==> config.mk <==
export PLATFORM = sky130hd
export DESIGN_NAME = gray_step_monitor
export DESIGN_NICKNAME = d
export VERILOG_FILES = /design/src/rtl/gray_pkg.sv /design/src/rtl/gray2bin.sv /design/src/rtl/gray_step_monitor.sv
export SDC_FILE = /design/constraint.sdc
export NUM_CORES = 1
export LEC_CHECK = 0
export ABC_AREA = 1
export ABC_CLOCK_PERIOD_IN_PS = 2900
export CORE_ASPECT_RATIO = 1.5
export CORE_MARGIN = 2
export CORE_UTILIZATION = 25
export CTS_BUF_LIST = sky130_fd_sc_hd__clkbuf_4
export DETAILED_ROUTE_END_ITERATION = 7
export PLACE_DENSITY_LB_ADDON = 0.12
export SYNTH_ARGS = -nofsm -noshare
export SYNTH_HDL_FRONTEND = slang
export SYNTH_HIERARCHICAL = 1
export SYNTH_SLANG_ARGS = --single-unit
==> constraint.sdc <==
create_clock -name clk -period 2.9 [get_ports clk]
set_clock_uncertainty 0.05 [all_clocks]
set_input_delay 0.58 -clock clk [delete_from_list [all_inputs] [get_ports clk]]
set_output_delay 0.58 -clock clk [all_outputs]
set_load 0.01 [all_outputs]
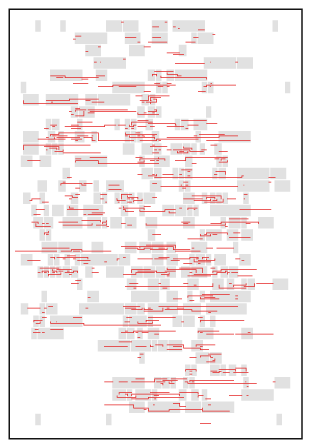
(signal wires on met1)
wire length on this layer = 1360 um
share of all routed wire = 36%
nets with wire on the layer = 253
main direction = horizontal
WL final: 3730 um
grt met1 use: 12.4%
via count: 1484

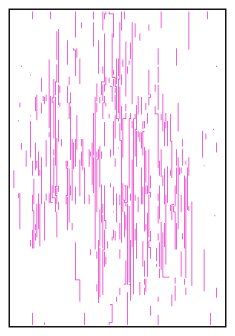
(M2 wires)
main direction = vertical
wire length on this layer = 2190 um
longest straight run = 52.4 um
nets with wire on the layer = 248
grt met2 use: 27.3%

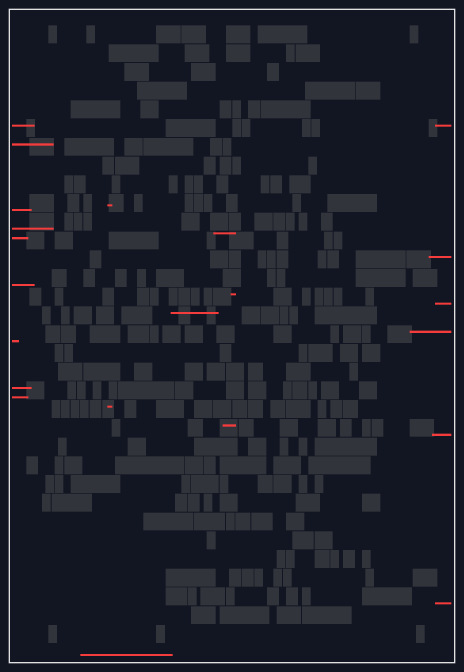
(M3 wires)
share of all routed wire = 1.9%
wire length on this layer = 69.9 um
main direction = horizontal
nets with wire on the layer = 18
longest straight run = 13.1 um
GR Util met3: 1.07%

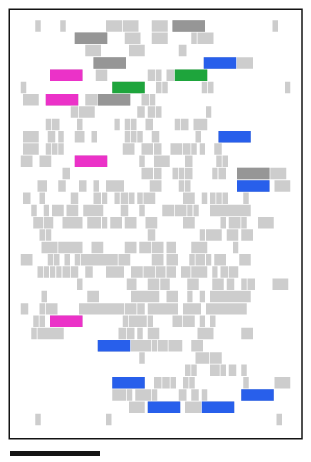
(sequential cells colored by netlist name)
The bar under the picture is 20 um long.
green -> state  # placed flops 2
blue -> pos  # placed flops 8
magenta -> bin_out  # placed flops 4
not colored = 5
Reg area: 380 um2
final core utilization: 39.1%
Power Sequential: 0.000273 W

==> impl_metrics.env <==
# source this file to load flow results
export IMPL_yosys_cells=209
export IMPL_grt_max_degree=12
export IMPL_ff2ff_path_depth=18
export IMPL_status="finished clean"
export IMPL_place_area_um2=1980
export IMPL_clock_sinks=19
export IMPL_seqPwrFrac_pct=37.3
export IMPL_path_class="in2reg"
export IMPL_wl_per_cell_um=10.8
export IMPL_postRouteAntennaNets=0
export IMPL_final_nets=291
export IMPL_die_x_um=64.4
export IMPL_crit_fanout=5
export IMPL_grt_ovfl_total=0
export IMPL_cts_hold_buf=0
export IMPL_synth_most_common_cell="nand2_1"
export IMPL_end_kind="flop"
export IMPL_intPower_w=0.000472
export IMPL_die_height_um=94.7
export IMPL_edf_count=0
export IMPL_first_pass_iters=4
export IMPL_largest_reg_flops=8
export IMPL_hp_class="reg2reg"
export IMPL_ff_type="dfxtp_1"
export IMPL_period_used_pct=94.3
export IMPL_cts_buffer_depth=2
export IMPL_warnings=27
export IMPL_syn_area_per_cell_um2=6.56
export IMPL_crit_family="simple AND/OR/NAND/NOR gates"
export IMPL_drtIter0Drc=31
export IMPL_drv_slew=0
export IMPL_common_cells="nand2_1 (48), inv_1 (38), dfxtp_1 (19)"
export IMPL_max_freq_mhz=366
export IMPL_synthTopCellsByArea="dfxtp_1 (28%), nand2_1 (13%), inv_1 (10%), nand3_1 (6.6%), ha_1 (6.4%)"
export IMPL_p_leak_nw=1.02
export IMPL_ys_chip_area_um2=1370
export IMPL_fp_utilization_pct=25.5
export IMPL_critical_path_cell_chain="buf_4 -> inv_4 -> nand2_2 -> nand2_2 -> nand2_1 -> nand2_1 -> inv_2 -> ha_2 -> inv_2 -> fa_2 -> nor2_4 -> nand3_4 -> ha_4 -> nand3_2 -> nor2_1 -> nand2_1 -> nand3_1 -> nand3_1 -> nand2_1 -> inv_1"
export IMPL_rows=33
export IMPL_ys_types=28
export IMPL_setup_slack_ps=166
export IMPL_grt_pass1_vias=1485
export IMPL_placed_cells=333
export IMPL_top_cell_area_share_pct=27.8
export IMPL_cts_tree="built"
export IMPL_irDropWorstVdd_v=0.000121
==> power groups by stage <==
stage	Combinational (W)	Clock [W]	Sequential, W
6_report	0.000309	0.000150	0.000273
4_1_cts	0.000300	0.000161	0.000273
2_1_floorplan	0.000162	0	0.000281
3_3_place_gp	0.000274	0	0.000279
3_5_place_dp	0.000275	0	0.000279
5_1_grt	0.000341	0.000172	0.000274
==> kinds of logic (layout without fill, tap and decap cells) <==
| group | Yosys count | count (layout) | synth area share (%) |
|---|---|---|---|
| DFF | 19 | 19 | 27.8 |
| and+or+nand+nor | 97 | 98 | 31.9 |
| adders and majority gates | 8 | 8 | 7.85 |
| xor gates and xnor gates | 5 | 5 | 3.75 |
| AOI/OAI and AO/OA | 31 | 31 | 12.9 |
| buffers and inverters | 48 | 105 | 15.6 |
| other | 1 | 8 | 0.274 |
==> timing repair <==
action                     4_1_cts  5_1_grt
pin swaps                       15       15
gates cloned                     1        0
setup endpoints to repair       14       13
buffers inserted                 5        1
resized                         14       20
==> through the flow <==
step,power [W],util (%),hold WS (ps)
after floorplan,0.000443,-,405
after global placement,0.000553,36.8,389
after detailed placement,0.000554,36.8,398
after CTS,0.000734,38.6,417
after global routing,0.000787,39.1,439
final,0.000732,39.1,408
==> area by class of cell <==
class                   instances  area [um2]
inverters                      39         149
well taps                      70        87.6
clock buffers                   3        22.5
repair buffers                 62         513
multi-input cells             150         941
fillers                       587        3270
flip-flops and latches         19         380
clock inverters                 1        5.00
==> metal layers <==
metal,routed length (um),vias up,track usage [%]
met5,0,-,0
met4,106,0,7.09
met3,69,7,1.07
met2,2190,22,27.3
met1,1360,675,12.4
li1,-,780,-
==> cells in the final DEF (no fill, tap or decap), drive strengths merged, types with 2 or more instances in the layout <==
| cell | count |
|---|---|
| ha | 7 |
| o21bai | 2 |
| conb | 8 |
| nor2 | 16 |
| inv | 39 |
| o21a | 2 |
| nand2 | 52 |
| a21oi | 14 |
| o21ai | 11 |
| nor3 | 2 |
| clkdlybuf4s50 | 21 |
| nand4 | 5 |
| nand3 | 21 |
| xor2 | 2 |
| clkbuf | 5 |
| xnor2 | 3 |
| dfxtp | 19 |
| buf | 39 |
==> worst reg2reg max path: cells and delay by family, from the launching register on <==
| kind | cells | cell delay, ps |
|---|---|---|
| compound gates | 2 | 290 |
| simple gates | 9 | 790 |
| flops | 1 | 380 |
| buf+inv | 5 | 360 |
| fa+ha+maj | 2 | 500 |
Power figures rest on the tool's default switching activity, not on a simulated workload.
